===== src/rtl/ni_tx.sv =====
`timescale 1ns/1ps
`default_nettype none
// ============================================================================
// Module   : ni_tx
// Brief    : Clocked packet injector for one asynchronous 4-phase
//            bundled-data link (req/Data/ack/Tailpassed/PacketEnable).
//            Local flits are buffered in a small circular FIFO, then issued
//            one at a time with a full clock of data setup before req rises.
// Revision : 1.0 - initial release
// ============================================================================
module ni_tx #(
    parameter int WIDTH       = 32,
    parameter int DEPTH       = 4,
    parameter int SYNC_STAGES = 2
) (
    input  logic             clk_i,
    input  logic             rst_i,
    input  logic             wr_valid_i,
    input  logic [WIDTH-1:0] wr_data_i,
    input  logic             wr_last_i,
    output logic             wr_ready_o,
    output logic             req_o,
    output logic [WIDTH-1:0] Data_o,
    input  logic             ack_i,
    input  logic             Tailpassed_i,
    output logic             PacketEnable_o,
    output logic             busy_o
);

    localparam int c_AW = $clog2(DEPTH);
    localparam int c_CW = $clog2(DEPTH + 1);
    localparam logic [c_CW-1:0] c_FULL = c_CW'(DEPTH);

    typedef enum logic [2:0] {
        IDLE      = 3'd0,
        SETUP     = 3'd1,
        REQ_HI    = 3'd2,
        REQ_LO    = 3'd3,
        WAIT_TAIL = 3'd4
    } state_t;

    state_t r_state;
    state_t w_state_nxt;

    // FIFO storage: each entry is {last, data}
    logic [WIDTH:0]          r_mem [DEPTH];
    logic [c_AW-1:0]         r_wr_ptr;
    logic [c_AW-1:0]         r_rd_ptr;
    logic [c_CW-1:0]         r_count;
    logic                    w_push;
    logic                    w_pop;
    logic                    w_empty;
    logic [WIDTH:0]          w_head;

    // Synchronizers for the asynchronous link inputs
    logic [SYNC_STAGES-1:0]  r_ack_sync;
    logic [SYNC_STAGES-1:0]  r_tail_sync;
    logic                    w_ack_s;
    logic                    w_tail_s;
    logic                    r_tail_s_d;
    logic                    w_tail_rise;

    logic                    r_last;
    logic                    r_tail_seen;
    logic                    w_req_nxt;
    logic                    w_pe_nxt;
    logic                    w_tail_clr;

    assign wr_ready_o  = (r_count != c_FULL);
    assign w_empty     = (r_count == '0);
    assign w_push      = wr_valid_i & wr_ready_o;
    assign w_head      = r_mem[r_rd_ptr];
    assign w_ack_s     = r_ack_sync[SYNC_STAGES-1];
    assign w_tail_s    = r_tail_sync[SYNC_STAGES-1];
    assign w_tail_rise = w_tail_s & ~r_tail_s_d;
    assign busy_o      = (r_state != IDLE) || !w_empty;

    // FIFO storage write; contents are don't-care while the count is zero
    always_ff @(posedge clk_i) begin
        if (w_push) begin
            r_mem[r_wr_ptr] <= {wr_last_i, wr_data_i};
        end
    end

    // FIFO pointers and occupancy; push and pop may coincide
    always_ff @(posedge clk_i or posedge rst_i) begin
        if (rst_i) begin
            r_wr_ptr <= '0;
            r_rd_ptr <= '0;
            r_count  <= '0;
        end else begin
            if (w_push) begin
                r_wr_ptr <= r_wr_ptr + c_AW'(1);
            end
            if (w_pop) begin
                r_rd_ptr <= r_rd_ptr + c_AW'(1);
            end
            case ({w_push, w_pop})
                2'b10:   r_count <= r_count + c_CW'(1);
                2'b01:   r_count <= r_count - c_CW'(1);
                default: r_count <= r_count;
            endcase
        end
    end

    // Multi-flop synchronizers plus edge history for tail detection
    always_ff @(posedge clk_i or posedge rst_i) begin
        if (rst_i) begin
            r_ack_sync  <= '0;
            r_tail_sync <= '0;
            r_tail_s_d  <= 1'b0;
        end else begin
            r_ack_sync  <= {r_ack_sync[SYNC_STAGES-2:0], ack_i};
            r_tail_sync <= {r_tail_sync[SYNC_STAGES-2:0], Tailpassed_i};
            r_tail_s_d  <= w_tail_s;
        end
    end

    // Handshake state register
    always_ff @(posedge clk_i or posedge rst_i) begin
        if (rst_i) begin
            r_state <= IDLE;
        end else begin
            r_state <= w_state_nxt;
        end
    end

    // Next-state and next-output decode for the 4-phase handshake
    always_comb begin
        w_state_nxt = r_state;
        w_pop       = 1'b0;
        w_req_nxt   = req_o;
        w_pe_nxt    = PacketEnable_o;
        w_tail_clr  = 1'b0;
        case (r_state)
            IDLE: begin
                // A stale ack still high from the link blocks the next issue
                if (!w_empty && !w_ack_s) begin
                    w_pop       = 1'b1;
                    w_pe_nxt    = 1'b1;
                    w_state_nxt = SETUP;
                end
            end
            SETUP: begin
                w_req_nxt   = 1'b1;
                w_state_nxt = REQ_HI;
            end
            REQ_HI: begin
                if (w_ack_s) begin
                    w_req_nxt   = 1'b0;
                    w_state_nxt = REQ_LO;
                end
            end
            REQ_LO: begin
                if (!w_ack_s) begin
                    w_state_nxt = r_last ? WAIT_TAIL : IDLE;
                end
            end
            WAIT_TAIL: begin
                if (r_tail_seen) begin
                    w_pe_nxt    = 1'b0;
                    w_tail_clr  = 1'b1;
                    w_state_nxt = IDLE;
                end
            end
            default: begin
                w_state_nxt = IDLE;
            end
        endcase
    end

    // Registered link outputs; Data_o only moves on a pop in IDLE
    always_ff @(posedge clk_i or posedge rst_i) begin
        if (rst_i) begin
            req_o          <= 1'b0;
            PacketEnable_o <= 1'b0;
            Data_o         <= '0;
            r_last         <= 1'b0;
        end else begin
            req_o          <= w_req_nxt;
            PacketEnable_o <= w_pe_nxt;
            if (w_pop) begin
                Data_o <= w_head[WIDTH-1:0];
                r_last <= w_head[WIDTH];
            end
        end
    end

    // Tail capture: an early tail edge (during the tail flit's handshake)
    // is held until WAIT_TAIL consumes it
    always_ff @(posedge clk_i or posedge rst_i) begin
        if (rst_i) begin
            r_tail_seen <= 1'b0;
        end else if (w_tail_clr) begin
            r_tail_seen <= 1'b0;
        end else if (w_tail_rise && PacketEnable_o && r_last) begin
            r_tail_seen <= 1'b1;
        end
    end

endmodule
`default_nettype wire


===== config.mk =====
export PLATFORM = sky130hd
export DESIGN_NAME = ni_tx
export DESIGN_NICKNAME = d
export VERILOG_FILES = /design/src/rtl/ni_tx.sv
export SDC_FILE = /design/constraint.sdc
export NUM_CORES = 1
export LEC_CHECK = 0
export CORE_AREA = 3 3 129 144
export DETAILED_ROUTE_END_ITERATION = 16
export DIE_AREA = 0 0 132 147
export PLACE_DENSITY = 0.71
export REMOVE_ABC_BUFFERS = 1
export SLEW_MARGIN = 20
export SYNTH_ARGS = -nofsm -noshare
export SYNTH_HDL_FRONTEND = slang
export SYNTH_SLANG_ARGS = --single-unit

===== constraint.sdc =====
create_clock -name clk_i -period 2.15 [get_ports clk_i]
set_input_delay 0.43 -clock clk_i [delete_from_list [all_inputs] [get_ports clk_i]]
set_output_delay 0.43 -clock clk_i [all_outputs]
set_load 0.005 [all_outputs]

==> run_1/closeup.png <==
Scale bar: 10 um. Region (54, 32) to (79, 57) um. Cells in grey, sequential cells in the stronger grey; small squares are vias.
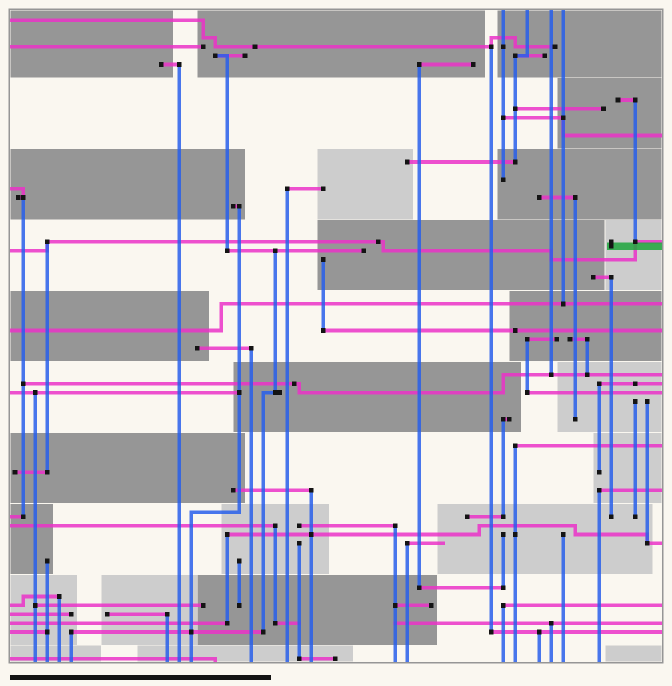
legend:
  M1:
    colour: magenta
  M3:
    colour: green
  M2:
    colour: blue
netlist names of flops here include: r_mem (9), Data_o (2)
sequential cells in the window: 11
most frequent: edfxtp_1 (9), clkdlybuf4s50_1 (4)
cells with their middle in the window: 18

==> run_1/gates.png <==
Scale bar: 50 um.
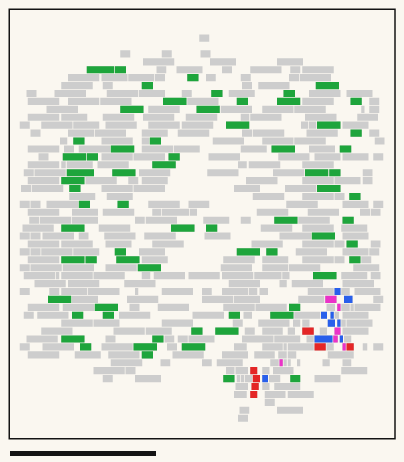
legend:
  nor cells:
    colour: magenta
    cells: 6
    where: lower right
  and/or cells:
    colour: red
    cells: 7
  mux cells:
    colour: green
    cells: 68
  nand cells:
    colour: blue
    cells: 9
    where: lower right
Final Non-Filler Cells: 658
most frequent logic cell in the layout: edfxtp_1
multi-input logic portion of the cell area: 17.4%

==> run_1/route_heat.png <==
The die is cut into 26 by 29 equal tiles; black is low, pale yellow is high, scaled to the fullest tile. Values are wire area over tile area, all layers added.
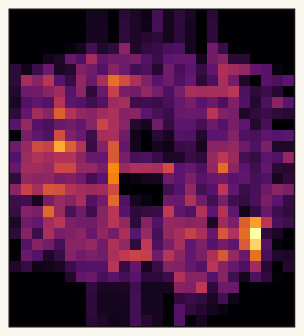
densest ninth of the die: middle left
tiles over half the peak: 5.2%
nearly empty tiles: 20%
fullest tile: 0.44
mean over tiles: 0.096
overall track demand over capacity in global routing: 13.2%
total via count after detailed routing: 3181
routed wirelength normalized by instance count: 18.3 um
wirelength, routed: 12000 um

==> PnR_summary.wiki, run 1 <==
== Metrics ==
{| class="wikitable"
! Metric !! Value
|-
| Max Cap Viol || 0
|-
| Clock buffer cells || 18
|-
| Finished layout cell area || 0.00859 mm2
|-
| HPWL reported at the end of detailed placement || 7120 um
|-
| Number of nets in the finished design || 455
|-
| Reg-to-reg critical path startpoint || r_count[0]$_DFFE_PP0P_
|-
| Drt pass-1 iters || 4
|-
| Slowest cell on the critical path || or4_1
|-
| Number of stages on the worst setup path || 3
|-
| Register bit total from synthesis || about 180
|-
| Clock root buffer master || clkbuf_16
|-
| Buffers plus inverters on the worst setup path || 1
|-
| Biggest area consumer among synthesized cells || edfxtp_1
|-
| Path category of the worst min-delay check || reg -> reg
|-
| Power density over cell area || about 1400 mW/mm2
|-
| Count of standard-cell rows || 50
|-
| Transition time at the pin with the least slew margin || 319 ps
|-
| Max Buffers Root-to-Sink || 2
|-
| Most frequently used cell type in the post-synthesis netlist || edfxtp_1
|-
| Dpl cell area || 0.00796 mm2
|-
| Grt peak-use layer || met2
|-
| Worst path arrival time || 1710 ps
|-
| TritonCTS sink count || about 180
|-
| GP Congestion || 0.668
|-
| Final period util || about 100%
|-
| Average cell area after synthesis || 21.9 um2
|-
| R2R setup slack || 70 ps
|-
| Most frequently used flop master after synthesis || edfxtp_1
|-
| Final slew viol count || 0
|-
| Non-clk invs || 8
|-
| Hold Path Depth || 0
|-
| # diodes || 0
|-
| Static power due to leakage || slightly above 3 nW
|-
| Die span in y || 147 um
|-
| Layout cell share with drive strength beyond 1 || 30.7%
|-
| Total overflow reported by the global router || 0
|-
| Placed cell count || between 600 and 700
|-
| DRC violation count after routing || 0
|-
| Final critical path time including I/O delays and setup || 2140 ps
|-
| Post-synthesis instance total || 312
|-
| Clock insertion delay at the later pin of the skew report || 420 ps
|-
| Top Family by Delay on Critical Path || simple AND/OR/NAND/NOR gates
|-
| Area of the mapped netlist || ~0.007 mm2
|-
| End of the worst hold path || r_ack_sync[1]$_DFF_PP0_
|-
| Number of synthesized flops with an enable pin || 132
|-
| Non-clk bufs || just over 90
|-
| Pin count of the biggest net entering global routing || 52
|-
| Layout overhead on the synthesized area || 25.5%
|-
| Count of multi-input combinational gates || around 110
|-
| Port bufs || around 73
|-
| Vias in the first global route || 3504
|-
| Yosys cell types || 33
|-
| Top class by area || flip-flops and latches
|-
| WP data required || 1720 ps
|-
| Hold Worst Slack || 355 ps
|-
| Worst-path maximum fanout || 2
|-
| Initial Utilization || 40.1%
|-
| Utilization of the core after routing || 50.3%
|-
| Overall Power || 11.7 mW
|-
| Reg-to-reg endpoint || r_count[2]$_DFFE_PP0P_
|-
| Stage delay of the slowest cell on the critical path || 400 ps
|-
| Count of filler cells inserted in the layout || 1377
|-
| Count of flip-flops and latches || about 180
|-
| Unrepaired setup endpoints after global routing || true
|-
| Data-path buffer share of cell area in the final layout || 11.1%
|-
| Synth top cells by count || 132 x edfxtp_1, 51 x dfrtp_1, 34 x mux2_2
|-
| Grt met1 use || between 15 and 20%
|-
| Fraction of registers with async set/reset || ~28%
|-
| Remaining max-slew budget at the tightest pin || 78.7%
|-
| Sequential-to-total area share from yosys stat || 76.5%
|-
| Sequential Area || 0.00524 mm2
|-
| Type of element capturing the critical path || output pin
|-
| Largest reg by FF count || r_mem
|-
| Residual antenna-violating net count after detailed routing || 0
|-
| Status || finished clean
|-
| Number of antenna violations at the first check in global routing || 0
|-
| Critical path, cell by cell || or3_4, or4_1, clkbuf_2
|-
| DP Worst Slack || 33.0 ps
|-
| Uppermost signal routing layer after detailed routing || met4
|-
| Post-layout worst setup margin || 12.4 ps
|-
| Launch point of the worst path || r_count[2]$_DFFE_PP0P_
|-
| Worst IR Drop VDD || around 810 uV
|-
| Startpoint of the lowest-slack hold path || r_ack_sync[0]$_DFF_PP0_
|-
| Fraction of area in clock buffers and inverters || 6.76%
|-
| End point of the critical path || busy_o
|-
| Seq/total area || 61.0%
|-
| Deepest level of the CTS H-tree || 4
|-
| Commonest cells after routing, fill and taps aside || 132 x edfxtp_1, 71 x clkdlybuf4s50_1, 49 x dfrtp_1, 34 x mux2_2, 31 x mux4_2
|-
| Chip width || 132 um
|-
| Yosys cell count || 312
|-
| Vias per Instance || 4.83
|-
| Category of the worst setup path launch point || flop
|-
| Tapcells inserted || 234
|-
| Number of cells on the worst reg-to-reg path || 9
|}
[run 1: cell families (layout without fill, tap and decap cells)]
kind of cell / Yosys count / count (layout) / synth area share, %
compound gates: 6 / 6 / 0.640
xor+xnor: 6 / 6 / 0.768
flops: 183 / 183 / 76.5
buf+inv: 21 / 133 / 1.97
simple gates: 22 / 22 / 2.16
fa+ha+maj: 6 / 6 / 1.21
mux: 68 / 68 / 16.7
[run 1: worst register-to-register path: stages (launching register included)]
cell and delay (ps):
dfrtp_1 380, buf_4 140, or3b_4 390, nand2_2 120, ha_4 150, inv_1 40, fa_1 360, xor2_1 150
nor2_1 120, xor2_1 160
[run 1: power breakdown]
group          leakage [nW]  internal (mW)  switching, mW
Combinational         0.954           2.05           1.40
Sequential             1.80           4.80          0.388
Clock                 0.271           1.72           1.31
Total                  3.03           8.57           3.09
==> run 2: changes to the inputs <==
--- a/config.mk
+++ b/config.mk
@@ -5,6 +5,7 @@
 export SDC_FILE = /design/constraint.sdc
 export NUM_CORES = 1
 export LEC_CHECK = 0
+export CAP_MARGIN = 10
 export CORE_AREA = 3 3 129 144
 export DETAILED_ROUTE_END_ITERATION = 16
 export DIE_AREA = 0 0 132 147
==> run 2 against run 1 <==
Compared with the run above:
- utilization stayed put
- flip-flop count stayed put
- total power stayed put
- sequential share of layout area stayed put
- maximum frequency stayed put
- clock power hardly changed
- die area stayed put
- largest power group unchanged
==> PnR_summary.wiki, run 2 <==
== Metrics ==
{| class="wikitable"
! Metric !! Value
|-
| Maximum frequency from static timing analysis || 0.468 GHz (unchanged)
|-
| Die span in y || 147 um (unchanged)
|-
| Commonest cells after routing, fill and taps aside || 132 x edfxtp_1, 71 x clkdlybuf4s50_1, 49 x dfrtp_1, 34 x mux2_2, 31 x mux4_2 (unchanged)
|-
| Fraction of registers with async set/reset || 27.9% (unchanged)
|-
| Group drawing the most power || sequential cells (unchanged)
|-
| Largest reg by FF count || r_mem (unchanged)
|-
| Yosys cell count || 312 (unchanged)
|-
| Final critical path time including I/O delays and setup || 2140 ps (unchanged)
|-
| Buffers plus inverters on the worst setup path || 1 (unchanged)
|-
| Residual antenna-violating net count after detailed routing || 0 (unchanged)
|-
| Yosys cell types || 33 (unchanged)
|-
| Synth Area in Simple Gates || 2.16% (unchanged)
|-
| Worst-path clk slew || 70 ps (about the same)
|-
| Reported combinational group power || 3.45 mW (about the same)
|-
| Met3 Track Usage GR || 3.87% (unchanged)
|-
| Number of antenna violations at the first check in global routing || 0 (unchanged)
|-
| Register share of total power || 44.5% (about the same)
|-
| Xor and xnor fraction of the mapped netlist area || 0.768% (unchanged)
|-
| Number of synthesized flops with an enable pin || 132 (unchanged)
|-
| Number of buffers inserted by post-CTS setup repair || 2 (unchanged)
|-
| Max Buffers Root-to-Sink || 2 (unchanged)
|-
| Routed wirelength normalized by instance count || 18.3 um (unchanged)
|-
| Remaining max-slew budget at the tightest pin || 78.7% (unchanged)
|-
| Overall track demand over capacity in global routing || 13.2% (unchanged)
|-
| Power density over cell area || 1360 mW/mm2 (unchanged)
|-
| Reg-to-reg critical path startpoint || r_count[0]$_DFFE_PP0P_ (unchanged)
|-
| Chip area line of the yosys report || 0.00685 mm2 (unchanged)
|-
| Category of the worst setup path launch point || flop (unchanged)
|-
| Biggest area consumer among synthesized cells || edfxtp_1 (unchanged)
|-
| Number of stages on the worst setup path || 3 (unchanged)
|-
| Average cell area after synthesis || 21.9 um2 (unchanged)
|-
| Static power due to leakage || 3.03 nW (unchanged)
|-
| HPWL reported at the end of detailed placement || 7120 um (unchanged)
|-
| Post-layout worst setup margin || 12.4 ps (unchanged)
|-
| Stage delay of the slowest cell on the critical path || 400 ps (about the same)
|-
| Sequential-to-total area share from yosys stat || 76.5% (unchanged)
|-
| Max reg flops || 132 (unchanged)
|-
| Most frequent logic cell in the layout || edfxtp_1 (unchanged)
|-
| DR iter-0 viols || 202 (unchanged)
|-
| Worst-path maximum fanout || 2 (unchanged)
|-
| Final period util || 99.4% (unchanged)
|-
| Clock root buffer master || clkbuf_16 (unchanged)
|-
| Pin count of the biggest net entering global routing || 52 (unchanged)
|-
| Port bufs || 73 (unchanged)
|-
| Worst path arrival time || 1710 ps (about the same)
|-
| # diodes || 0 (unchanged)
|-
| Number of cells on the worst reg-to-reg path || 9 (unchanged)
|-
| Multiplexer area fraction after synthesis || 16.7% (unchanged)
|-
| Transition time at the pin with the least slew margin || 319 ps (unchanged)
|-
| Finished layout cell area || 0.00859 mm2 (unchanged)
|-
| Clock power frac || 26.0% (about the same)
|-
| Internal portion of total power || 8.57 mW (unchanged)
|-
| Post-synthesis instance total || 312 (unchanged)
|-
| Type of element capturing the critical path || output pin (unchanged)
|-
| Utilization of the core after routing || 50.3% (unchanged)
|-
| Status || finished clean (unchanged)
|-
| Slowest cell on the critical path || or4_1 (unchanged)
|-
| R2R setup slack || 70 ps (about the same)
|-
| Total via count after detailed routing || 3181 (unchanged)
|-
| Top Family by Delay on Critical Path || simple AND/OR/NAND/NOR gates (unchanged)
|-
| Worst IR Drop VDD || 806 uV (unchanged)
|-
| Synth Area in Compound Gates || 0.640% (unchanged)
|-
| Vias in the first global route || 3504 (unchanged)
|-
| Startpoint of the lowest-slack hold path || r_ack_sync[0]$_DFF_PP0_ (unchanged)
|-
| DRC violation count after routing || 0 (unchanged)
|-
| Count of standard-cell rows || 50 (unchanged)
|-
| DP Worst Slack || 33.0 ps (unchanged)
|-
| Initial Utilization || 40.1% (unchanged)
|-
| Sequential Area || 0.00524 mm2 (unchanged)
|-
| Total overflow reported by the global router || 0 (unchanged)
|-
| Unrepaired setup endpoints after global routing || true (unchanged)
|-
| Switching power share of the total || 26.5% (unchanged)
|-
| Dpl cell area || 0.00796 mm2 (unchanged)
|-
| TritonCTS sink count || 183 (unchanged)
|-
| Area of the mapped netlist || 0.00685 mm2 (unchanged)
|-
| Synth top cells by count || 132 x edfxtp_1, 51 x dfrtp_1, 34 x mux2_2 (unchanged)
|-
| Uppermost signal routing layer after detailed routing || met4 (unchanged)
|-
| Total sequential power || 5.19 mW (about the same)
|-
| Hold Path Depth || 0 (unchanged)
|-
| Layout overhead on the synthesized area || 25.5% (unchanged)
|-
| Most frequently used flop master after synthesis || edfxtp_1 (unchanged)
|-
| End of the worst hold path || r_ack_sync[1]$_DFF_PP0_ (unchanged)
|-
| Routed met1 length || 5150 um (unchanged)
|-
| WP data required || 1720 ps (about the same)
|-
| Final slew viol count || 0 (unchanged)
|-
| GP Congestion || 0.668 (unchanged)
|-
| Path category of the worst min-delay check || reg -> reg (unchanged)
|-
| Critical path, cell by cell || or3_4, or4_1, clkbuf_2 (unchanged)
|-
| Global-route wire length before repair || 19400 um (unchanged)
|-
| Combinational share of power || 29.5% (about the same)
|-
| Comb area leader || multiplexers (unchanged)
|-
| Chip width || 132 um (unchanged)
|-
| Drt pass-1 iters || 4 (unchanged)
|-
| Most frequently used cell type in the post-synthesis netlist || edfxtp_1 (unchanged)
|-
| Grt met1 use || 16.1% (unchanged)
|-
| Number of nets in the finished design || 455 (unchanged)
|-
| End point of the critical path || busy_o (unchanged)
|-
| Reg-to-reg endpoint || r_count[2]$_DFFE_PP0P_ (unchanged)
|-
| Wirelength, routed || 12000 um (unchanged)
|-
| Vias per Instance || 4.83 (unchanged)
|-
| Max Cap Viol || 0 (unchanged)
|-
| Register bit total from synthesis || 183 (unchanged)
|-
| Count of filler cells inserted in the layout || 1377 (unchanged)
|-
| Warnings, synthesis || 0 (unchanged)
|-
| Net switching power of the design || 3.09 mW (unchanged)
|-
| Grt peak-use layer || met2 (unchanged)
|-
| Layout cell share with drive strength beyond 1 || 30.7% (unchanged)
|-
| Adder-cell area share of the yosys netlist || 1.21% (unchanged)
|-
| Deepest level of the CTS H-tree || 4 (unchanged)
|-
| Launch point of the worst path || r_count[2]$_DFFE_PP0P_ (unchanged)
|}
## run 2: cell counts after synthesis
Identical to the previous run, type by type.
## run 2: per-stage QoR
stage,total power [mW],hold slack (ps),cells,TNS [ps]
2_1_floorplan,7.11,331,299,-10090
3_3_place_gp,8.61,340,621,0
3_5_place_dp,8.72,340,621,0
4_1_cts,11.8,360,655,-93.7
5_1_grt,12.3,362,658,-35.5
6_report,11.7,355,658,0
## run 2: area by class of cell
type / instances / share of cell area (%)
well taps: 234 / 3.41
clock inverters: 14 / 1.76
flip-flops and latches: 183 / 61.0
inverters: 8 / 0.349
repair buffers: 93 / 11.1
clock buffers: 18 / 4.99
multi-input cells: 108 / 17.4
==> run_2/clock_wires.png <==
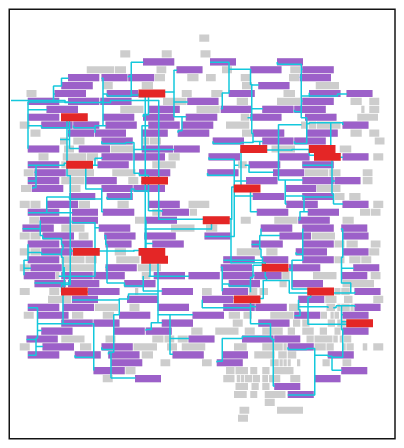
legend:
  flip-flops:
    colour: purple
    count: 183
  clock-net drivers:
    colour: red
    count: 17
  clock wires:
    colour: cyan
    length: 1990 um
routed clock nets: 18
clock distribution power: 3.03 mW
worst setup skew after layout: 9.30 ps
clock insertion delay at the later pin of the skew report: 420 ps

==> run_2/closeup.png <==
Scale bar: 10 um. Region (54, 32) to (79, 57) um. Cells in grey, sequential cells in the stronger grey; small squares are vias.
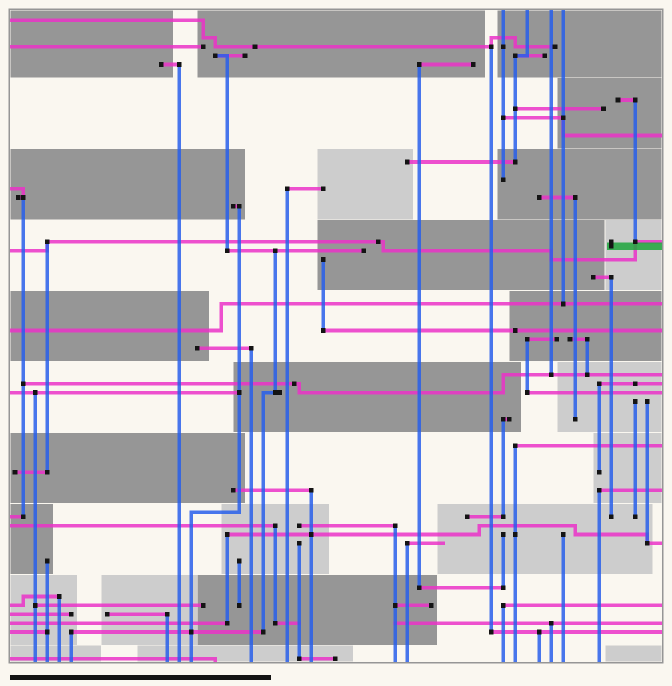
legend:
  M1:
    colour: magenta
  M3:
    colour: green
  M2:
    colour: blue
sequential cells in the window: 11
cells with their middle in the window: 18
netlist names of flops here include: r_mem (9), Data_o (2)
most frequent: edfxtp_1 (9), clkdlybuf4s50_1 (4)

==> run_2/placed.png <==
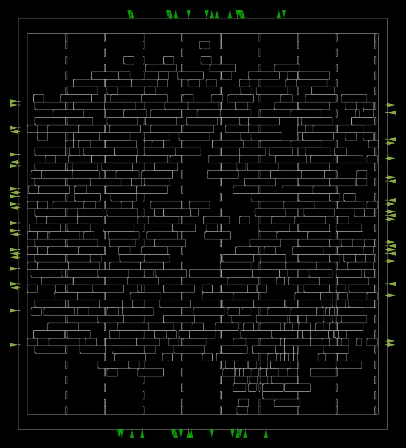
count of flip-flops and latches: 183
core footprint: 0.0171 mm2
Seq/total area: 61.0%

==> run 3: changes to the inputs <==
--- a/config.mk
+++ b/config.mk
@@ -5,12 +5,15 @@
 export SDC_FILE = /design/constraint.sdc
 export NUM_CORES = 1
 export LEC_CHECK = 0
+export ABC_AREA = 1
 export CAP_MARGIN = 10
-export CORE_AREA = 3 3 129 144
+export CORE_AREA = 3 3 130 145
 export DETAILED_ROUTE_END_ITERATION = 16
-export DIE_AREA = 0 0 132 147
+export DIE_AREA = 0 0 133 148
+export HOLD_SLACK_MARGIN = 0.15
 export PLACE_DENSITY = 0.71
 export REMOVE_ABC_BUFFERS = 1
+export SKIP_CTS_REPAIR_TIMING = 1
 export SLEW_MARGIN = 20
 export SYNTH_ARGS = -nofsm -noshare
 export SYNTH_HDL_FRONTEND = slang
==> run_3/clock_wires.png <==
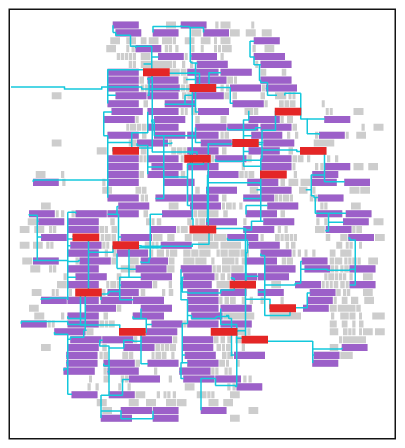
legend:
  flip-flops:
    colour: purple
    count: 183
  clock wires:
    colour: cyan
    length: 1900 um
  clock-net drivers:
    colour: red
    count: 17
flops lie: spread over the die
routed clock nets: 18
Clock power frac: 26.2%
worst setup skew after layout: 6.69 ps

==> run_3/closeup.png <==
Scale bar: 10 um. Region (54, 32) to (79, 57) um. Cells in grey, sequential cells in the stronger grey; small squares are vias.
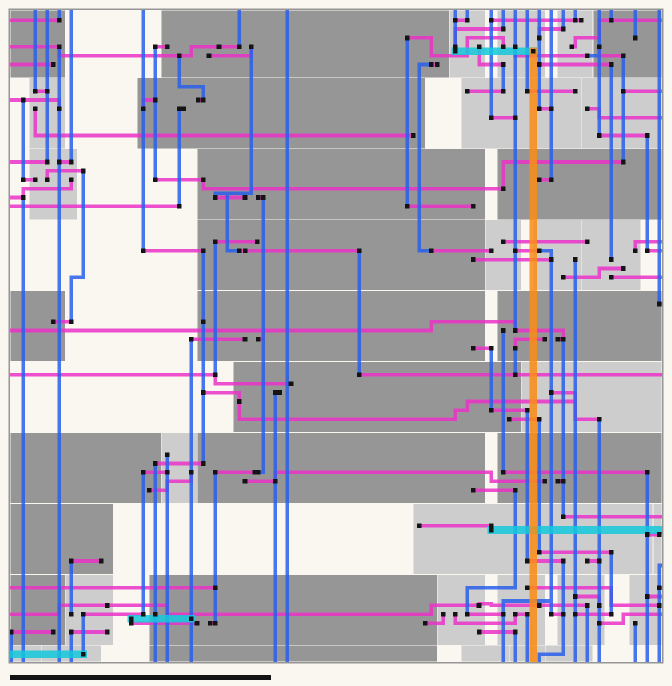
legend:
  M1:
    colour: magenta
  M2:
    colour: blue
  M3:
    colour: cyan
  M4:
    colour: orange
cells with their middle in the window: 28
most frequent: edfxtp_1 (11), o21ai_0 (7), nor2_1 (4)
netlist names of flops here include: r_mem (11), r_wr_ptr (1)
sequential cells in the window: 12

==> run_3/gates.png <==
Scale bar: 50 um.
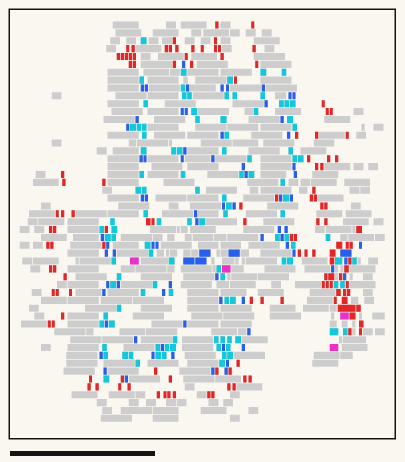
legend:
  nor cells:
    colour: blue
    cells: 78
  nand cells:
    colour: red
    cells: 126
    where: spread over the die
  aoi and oai cells:
    colour: cyan
    cells: 107
  xor and xnor cells:
    colour: magenta
    cells: 4
Final Non-Filler Cells: 886
multi-input logic portion of the cell area: 17.7%

==> run 3 against run 2 <==
Compared with the run above:
- total power rose by 4.5%
- clock power up 5%
- wire length is 20% higher
- setup slack better by 110 ps
- maximum frequency rose by 5.2%
- design area up 1.3%
- final cell count increased by 35%
- combinational power rose by 12%
- sequential share of layout area is 0.79 points lower
==> PnR_summary.wiki, run 3 <==
== Metrics ==
{| class="wikitable"
! Metric !! Value
|-
| Worst-path clk slew || 70 ps (about the same)
|-
| Deepest level of the CTS H-tree || 4 (unchanged)
|-
| Placed cell count || 853 (was 621)
|-
| Core footprint || 0.0175 mm2 (was 0.0171 mm2)
|-
| Post-layout worst setup margin || 118 ps (was 12.4 ps)
|-
| Uppermost signal routing layer after detailed routing || met5 (was met4)
|-
| Pin count of the biggest net entering global routing || 41 (was 52)
|-
| Xor and xnor fraction of the mapped netlist area || 0.503% (was 0.768%)
|-
| Final critical path time including I/O delays and setup || 2030 ps (was 2140 ps)
|-
| Drt pass-1 iters || 5 (was 4)
|-
| Overall track demand over capacity in global routing || 15.3% (was 13.2%)
|-
| Count of flip-flops and latches || 183 (unchanged)
|-
| Port bufs || 73 (unchanged)
|-
| Layout overhead on the synthesized area || 24.9% (was 25.5%)
|-
| # diodes || 0 (unchanged)
|-
| Worst path arrival time || 2330 ps (was 1710 ps)
|-
| Clock distribution power || 3.19 mW (was 3.03 mW)
|-
| Chip width || 133 um (was 132 um)
|-
| Total sequential power || 5.13 mW (was 5.19 mW)
|-
| Path category of the worst min-delay check || in -> async (was reg -> reg)
|-
| Clock root buffer master || clkbuf_16 (unchanged)
|-
| Count of multi-input combinational gates || 321 (was 108)
|-
| Wirelength, routed || 14400 um (was 12000 um)
|-
| Final period util || 94.5% (was 99.4%)
|-
| Transition time at the pin with the least slew margin || 577 ps (was 319 ps)
|-
| DR iter-0 viols || 269 (was 202)
|-
| Synth top cells by count || 132 x edfxtp_1, 113 x nand2_1, 77 x nor2_1 (was 132 x edfxtp_1, 51 x dfrtp_1, 34 x mux2_2)
|-
| Biggest area consumer among synthesized cells || edfxtp_1 (unchanged)
|-
| Seq/total area || 60.2% (was 61.0%)
|-
| Slowest cell on the critical path || dfrtp_1 (was or4_1)
|-
| Clock insertion delay at the later pin of the skew report || 430 ps (was 420 ps)
|-
| DRC violation count after routing || 0 (unchanged)
|-
| Number of antenna violations at the first check in global routing || 2 (was 0)
|-
| Post-synthesis instance total || 551 (was 312)
|-
| Worst IR Drop VDD || 799 uV (was 806 uV)
|-
| Vias per Instance || 4.93 (was 4.83)
|-
| Most frequently used flop master after synthesis || edfxtp_1 (unchanged)
|-
| Vias in the first global route || 4606 (was 3504)
|-
| Top class by area || flip-flops and latches (unchanged)
|-
| Synth Area in Simple Gates || 11.6% (was 2.16%)
|-
| Chip area || 0.0197 mm2 (was 0.0194 mm2)
|-
| Number of nets in the finished design || 679 (was 455)
|-
| Status || finished clean (unchanged)
|-
| Comb area leader || simple AND/OR/NAND/NOR gates (was multiplexers)
|-
| Most frequently used cell type in the post-synthesis netlist || edfxtp_1 (unchanged)
|-
| Warnings, synthesis || 0 (unchanged)
|-
| Remaining max-slew budget at the tightest pin || 61.5% (was 78.7%)
|-
| Top Family by Delay on Critical Path || adder cells (was simple AND/OR/NAND/NOR gates)
|-
| Total count of hold-check failures in the final report || 0 (unchanged)
|-
| Type of element capturing the critical path || flop (was output pin)
|-
| Cts bufs inserted || 17 (unchanged)
|-
| Fraction of area in clock buffers and inverters || 7.03% (was 6.76%)
|-
| Stage delay of the slowest cell on the critical path || 420 ps (was 400 ps)
|-
| Wire length on met2 || 7050 um (was 6230 um)
|-
| Final slew viol count || 0 (unchanged)
|-
| Most frequent logic cell in the layout || edfxtp_1 (unchanged)
|-
| Largest reg by FF count || r_mem (unchanged)
|-
| Residual antenna-violating net count after detailed routing || 0 (unchanged)
|-
| Hold Worst Slack || 275 ps (was 355 ps)
|-
| Die span in y || 148 um (was 147 um)
|-
| Grt met1 use || 19.4% (was 16.1%)
|-
| Grt peak-use layer || met2 (unchanged)
|-
| Sequential Area || 0.00524 mm2 (about the same)
|-
| Sequential-to-total area share from yosys stat || 75.2% (was 76.5%)
|-
| HPWL reported at the end of detailed placement || 8820 um (was 7120 um)
|-
| Adder-cell area share of the yosys netlist || 1.19% (was 1.21%)
|-
| Worst-path maximum fanout || 4 (was 2)
|-
| Total via count after detailed routing || 4366 (was 3181)
|-
| Sum of met3 wire segment lengths after detailed routing || 861 um (was 498 um)
|-
| Buffers plus inverters on the worst setup path || 3 (was 1)
|-
| Combined area of the multi-input logic cells || 0.00154 mm2 (was 0.00149 mm2)
|-
| Group drawing the most power || sequential cells (unchanged)
|-
| Fraction of registers with async set/reset || 27.9% (unchanged)
|-
| Met3 Track Usage GR || 4.63% (was 3.87%)
|-
| Static power due to leakage || 3.27 nW (was 3.03 nW)
|-
| Clock buffer cells || 20 (was 18)
|-
| Data-path buffer share of cell area in the final layout || 10.7% (was 11.1%)
|-
| Multiplexer area fraction after synthesis || 0% (was 16.7%)
|-
| DP Worst Slack || -47.0 ps (was 33.0 ps)
|-
| Global-route wire length before repair || 23400 um (was 19400 um)
|-
| Synth Area in Compound Gates || 8.30% (was 0.640%)
|-
| TritonCTS sink count || 183 (unchanged)
|-
| Internal portion of total power || 8.24 mW (was 8.57 mW)
|-
| Register share of total power || 42.1% (was 44.5%)
|-
| Overall Power || 12.2 mW (was 11.7 mW)
|-
| Routed met1 length || 6250 um (was 5150 um)
|-
| Number of synthesized flops with an enable pin || 132 (unchanged)
|-
| OpenROAD warning count || 28 (was 30)
|-
| Tapcells inserted || 238 (was 234)
|-
| Met2 demand-to-capacity share in global routing || 25.1% (was 22.4%)
|-
| Commonest cells after routing, fill and taps aside || 132 x edfxtp_1, 113 x nand2_1, 73 x nor2_1, 72 x o21ai_0, 72 x clkdlybuf4s50_1 (was 132 x edfxtp_1, 71 x clkdlybuf4s50_1, 49 x dfrtp_1, 34 x mux2_2, 31 x mux4_2)
|-
| Layout cell share with drive strength beyond 1 || 9.88% (was 30.7%)
|-
| Max reg flops || 132 (unchanged)
|-
| Yosys cell types || 24 (was 33)
|-
| Maximum frequency from static timing analysis || 0.492 GHz (was 0.468 GHz)
|-
| Reported combinational group power || 3.87 mW (was 3.45 mW)
|-
| Final-report setup violation count || 0 (unchanged)
|-
| Dpl cell area || 0.00808 mm2 (was 0.00796 mm2)
|-
| Area of the mapped netlist || 0.00697 mm2 (was 0.00685 mm2)
|-
| Total Neg Setup Slack || 0 ps (unchanged)
|-
| Combinational share of power || 31.8% (was 29.5%)
|-
| GP Congestion || 0.802 (was 0.668)
|-
| Count of standard-cell rows || 51 (was 50)
|-
| Utilization of the core after routing || 49.6% (was 50.3%)
|-
| Max Buffers Root-to-Sink || 2 (unchanged)
|-
| WP data required || 2450 ps (was 1720 ps)
|-
| Total overflow reported by the global router || 0 (unchanged)
|-
| Number of top-level pins || 74 (unchanged)
|-
| Non-clk bufs || 91 (was 93)
|-
| Critical path start-end classification || reg -> reg (was reg -> out)
|-
| Max Cap Viol || 0 (unchanged)
|-
| Critical path, cell by cell || inv_2, nand2_2, nor2_4, nand3_4, inv_4, ha_1, inv_1, fa_2, a21oi_2, o21ai_0, xor2_1 (was or3_4, or4_1, clkbuf_2)
|-
| Chip area line of the yosys report || 0.00697 mm2 (was 0.00685 mm2)
|-
| Non-clk invs || 21 (was 8)
|-
| Finished layout cell area || 0.00870 mm2 (was 0.00859 mm2)
|-
| Register bit total from synthesis || 183 (unchanged)
|-
| Net switching power of the design || 3.94 mW (was 3.09 mW)
|-
| Power density over cell area || 1400 mW/mm2 (was 1360 mW/mm2)
|-
| Unrepaired setup endpoints after global routing || false (was true)
|-
| Count of filler cells inserted in the layout || 1453 (was 1377)
|-
| Routed wirelength normalized by instance count || 16.2 um (was 18.3 um)
|-
| Average cell area after synthesis || 12.6 um2 (was 21.9 um2)
|-
| Switching power share of the total || 32.4% (was 26.5%)
|-
| Share of the synthesized area in the top cell type || 56.9% (was 57.9%)
|-
| Category of the worst setup path launch point || flop (unchanged)
|-
| Yosys cell count || 551 (was 312)
|-
| Initial Utilization || 39.7% (was 40.1%)
|}
## run 3: path summary, 6_finish.rpt
path	depth (start not counted)	slack (ps)	startpoint	endpoint
max	11	120	r_state[1]$_DFFE_PP0P_	r_count[2]$_DFFE_PP0P_
min	2	270	rst_i	Data_o[12]$_DFFE_PP0P_
max reg2reg	11	120	r_state[1]$_DFFE_PP0P_	r_count[2]$_DFFE_PP0P_
min reg2reg	0	370	r_ack_sync[0]$_DFF_PP0_	r_ack_sync[1]$_DFF_PP0_
max in group asynchronous	3	1340	rst_i	r_rd_ptr[0]$_DFFE_PP0P_
min in group clk_i	0	370	r_ack_sync[0]$_DFF_PP0_	r_ack_sync[1]$_DFF_PP0_
Power and IR drop assume default switching activity.
